$ cat src/rtl/sctrl_pkg.sv
// Shared constants and state encoding for the sensor controller core.
//   DATA_W : sample and read-data width
//   DEPTH  : capture buffer entries (power of two)
//   ADDR_W : log2(DEPTH), width of read index and write pointer
package sctrl_pkg;

  localparam int DATA_W = 32;
  localparam int DEPTH  = 64;
  localparam int ADDR_W = $clog2(DEPTH);

  typedef enum logic [1:0] {
    IDLE = 2'd0,
    FILL = 2'd1,
    FULL = 2'd2
  } sctrl_state_e;

endpackage

$ cat src/rtl/sctrl_buf.sv
// Capture buffer: DEPTH x DATA_W register file with one synchronous write
// port and one asynchronous read port.
//   clk, rst_n      : clock, async active-low reset (zeroes every entry)
//   we, waddr, wdata: write port, takes effect on the rising edge
//   raddr, rdata    : combinational read port
// A read of the entry being written in the same cycle returns the old word.
module sctrl_buf
  import sctrl_pkg::*;
(
  input  logic              clk,
  input  logic              rst_n,
  input  logic              we,
  input  logic [ADDR_W-1:0] waddr,
  input  logic [DATA_W-1:0] wdata,
  input  logic [ADDR_W-1:0] raddr,
  output logic [DATA_W-1:0] rdata
);

  logic [DATA_W-1:0] mem_q [DEPTH];
  logic [DATA_W-1:0] mem_d [DEPTH];

  always_comb begin
    mem_d = mem_q;
    if (we) begin
      mem_d[waddr] = wdata;
    end
  end

  always_ff @(posedge clk or negedge rst_n) begin
    if (!rst_n) begin
      for (int i = 0; i < DEPTH; i++) begin
        mem_q[i] <= '0;
      end
    end else begin
      mem_q <= mem_d;
    end
  end

  assign rdata = mem_q[raddr];

endmodule

$ cat src/rtl/sctrl_core.sv
// Sensor controller core. Requests samples from the sensor while enabled,
// stores one word per accepted transfer, and raises an interrupt once the
// buffer is full until software clears it.
//   ACLK, ARESETn   : clock, async active-low reset
//   sctrl_en        : capture enable (level)
//   sctrl_clear     : clear pointer/interrupt, return to IDLE (pulse or level)
//   sctrl_addr      : buffer read index
//   sctrl_out       : buffer word at sctrl_addr (combinational)
//   sctrl_interrupt : buffer-full interrupt (registered)
//   sensor_ready    : sensor has a valid sample on sensor_out
//   sensor_out      : sensor sample
//   sensor_en       : request to the sensor (combinational)
//
// state | meaning
// ------+-------------------------------------------------------------
// IDLE  | not capturing; waits for sctrl_en without sctrl_clear
// FILL  | requesting samples; one word stored per accepted transfer
// FULL  | buffer holds DEPTH words; interrupt high until sctrl_clear
module sctrl_core
  import sctrl_pkg::*;
(
  input  logic              ACLK,
  input  logic              ARESETn,
  input  logic              sctrl_en,
  input  logic              sctrl_clear,
  input  logic [ADDR_W-1:0] sctrl_addr,
  output logic [DATA_W-1:0] sctrl_out,
  output logic              sctrl_interrupt,
  input  logic              sensor_ready,
  input  logic [DATA_W-1:0] sensor_out,
  output logic              sensor_en
);

  sctrl_state_e      state_q, state_d;
  logic [ADDR_W-1:0] wptr_q, wptr_d;
  logic              irq_q, irq_d;
  logic              capture;
  logic              last_slot;

  // Clear gates the request off in the same cycle, so a colliding
  // capture is dropped rather than racing the pointer reset.
  assign sensor_en = (state_q == FILL) && sctrl_en && !sctrl_clear;
  assign capture   = sensor_en && sensor_ready;
  assign last_slot = (wptr_q == ADDR_W'(DEPTH - 1));

  always_comb begin
    state_d = state_q;
    wptr_d  = wptr_q;
    if (sctrl_clear) begin
      state_d = IDLE;
      wptr_d  = '0;
    end else begin
      unique case (state_q)
        IDLE: begin
          if (sctrl_en) begin
            state_d = FILL;
          end
        end
        FILL: begin
          if (capture) begin
            // Natural wrap leaves wptr at 0 once the buffer is full.
            wptr_d = wptr_q + 1'b1;
            if (last_slot) begin
              state_d = FULL;
            end
          end else if (!sctrl_en) begin
            state_d = IDLE;
          end
        end
        FULL: begin
          state_d = FULL;
        end
        default: begin
          state_d = IDLE;
        end
      endcase
    end
    irq_d = (state_d == FULL);
  end

  always_ff @(posedge ACLK or negedge ARESETn) begin
    if (!ARESETn) begin
      state_q <= IDLE;
      wptr_q  <= '0;
      irq_q   <= 1'b0;
    end else begin
      state_q <= state_d;
      wptr_q  <= wptr_d;
      irq_q   <= irq_d;
    end
  end

  assign sctrl_interrupt = irq_q;

  sctrl_buf u_buf (
    .clk   (ACLK),
    .rst_n (ARESETn),
    .we    (capture),
    .waddr (wptr_q),
    .wdata (sensor_out),
    .raddr (sctrl_addr),
    .rdata (sctrl_out)
  );

endmodule
$ cat config.mk
export PLATFORM = sky130hd
export DESIGN_NAME = sctrl_core
export DESIGN_NICKNAME = d
export VERILOG_FILES = /design/src/rtl/sctrl_pkg.sv /design/src/rtl/sctrl_buf.sv /design/src/rtl/sctrl_core.sv
export SDC_FILE = /design/constraint.sdc
export NUM_CORES = 2
export LEC_CHECK = 0
export ABC_AREA = 1
export CAP_MARGIN = 20
export CORE_ASPECT_RATIO = 0.5
export CORE_MARGIN = 2
export CORE_UTILIZATION = 57
export CTS_CLUSTER_SIZE = 8
export DETAILED_ROUTE_END_ITERATION = 7
export MAX_ROUTING_LAYER = met4
export PLACE_DENSITY = 0.72
export RECOVER_POWER = 100
export SLEW_MARGIN = 20
export SYNTH_ARGS = -nofsm -noshare
export SYNTH_HDL_FRONTEND = slang
export SYNTH_HIERARCHICAL = 1
export SYNTH_SLANG_ARGS = --single-unit
$ cat constraint.sdc
create_clock -name ACLK -period 2.7 [get_ports ACLK]
set_input_delay 0.81 -clock ACLK [delete_from_list [all_inputs] [get_ports ACLK]]
set_output_delay 0.81 -clock ACLK [all_outputs]
set_load 0.005 [all_outputs]
### Zoomed window

Window x 131 to 156, y 204 to 229 µm. Cells in grey, sequential cells in the stronger grey; small squares are vias.
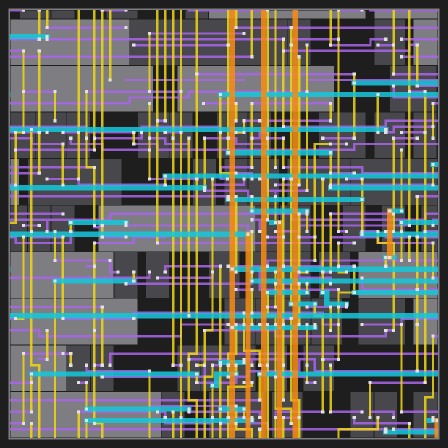
Purple shows metal 1. Yellow shows metal 2. Orange shows metal 4. Cyan shows metal 3.
Sequential cells in the window: 8. 59 logic cells have their middle in the window. Most frequent: nand2_1 (24), nand3_1 (12). Netlist names of flops here include `u_buf/mem_q` (8).

### Cell classes on the final placement

(1 px per µm)
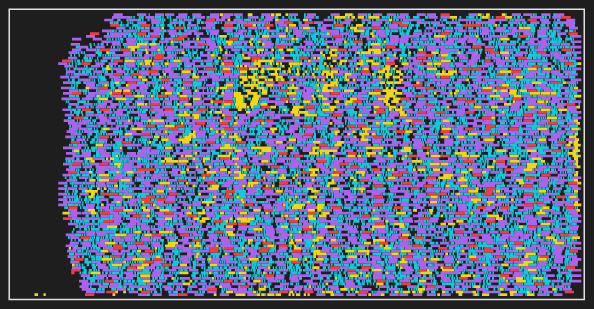
Red shows clock drivers and dummy loads, cells 323. Yellow shows remaining buffers and delay cells, cells 972. Purple shows sequential cells, cells 2057. Cyan shows combinational and other logic, cells 8422.
cell row count: 104
Finished Core Util: 0.723

### The metal 1 layer

(1 px per µm)
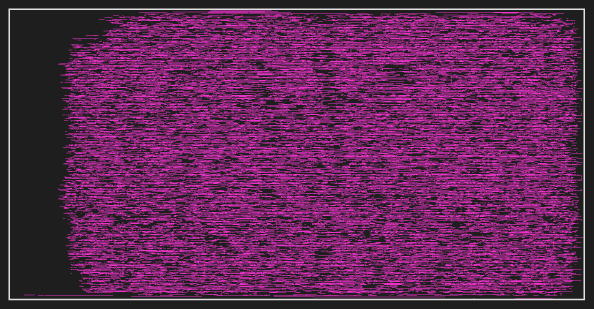
The layer holds 38% of the routed length. 11148 nets have wire on it. The longest straight run is 131 µm.

### Routing congestion map

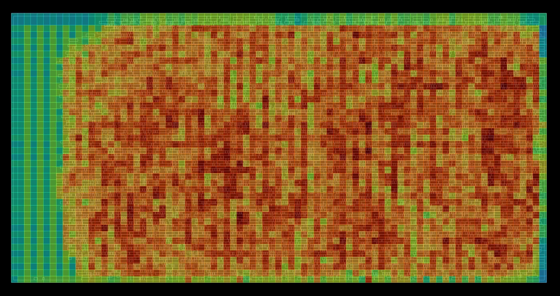
met3 Track Usage GR: 0.105
gr usage total: 0.409

==> flow_summary.toml <==
# yosys + openroad results
[status]
status = "finished with violations"
violations = "max-capacitance violations, max-slew violations, negative setup slack"

[placed_design]
io_buffer_count = 76
post_dp_cell_area_um2 = 100000

[global_route]
grt.met1_usage = 0.551
use_met2 = 0.596
grt_pass1_wl_mm = 507

[job]
maxCapViolCount = 1

[critical_path]
rr_worst_depth = 10
crit_family = "buffers and inverters"

[sta]
drv_slew = 31
setup_slack_ps = -727
rsz0062_at_grt = "true"
worstMarginPinSlew_ps = 2090
setup_viol = 1112

[clock_network]
path_clk_slew_ps = 50

[logic_synthesis]
syn-instance-count = 11500
synth_nets = 11500
postSynthSeqShare = 0.557

[detailed_routing]
firstDrtPassIters = 7
viasPerCell = 6.35

[power]
powerSeq_uw = 31100
p_seq_frac = 0.437
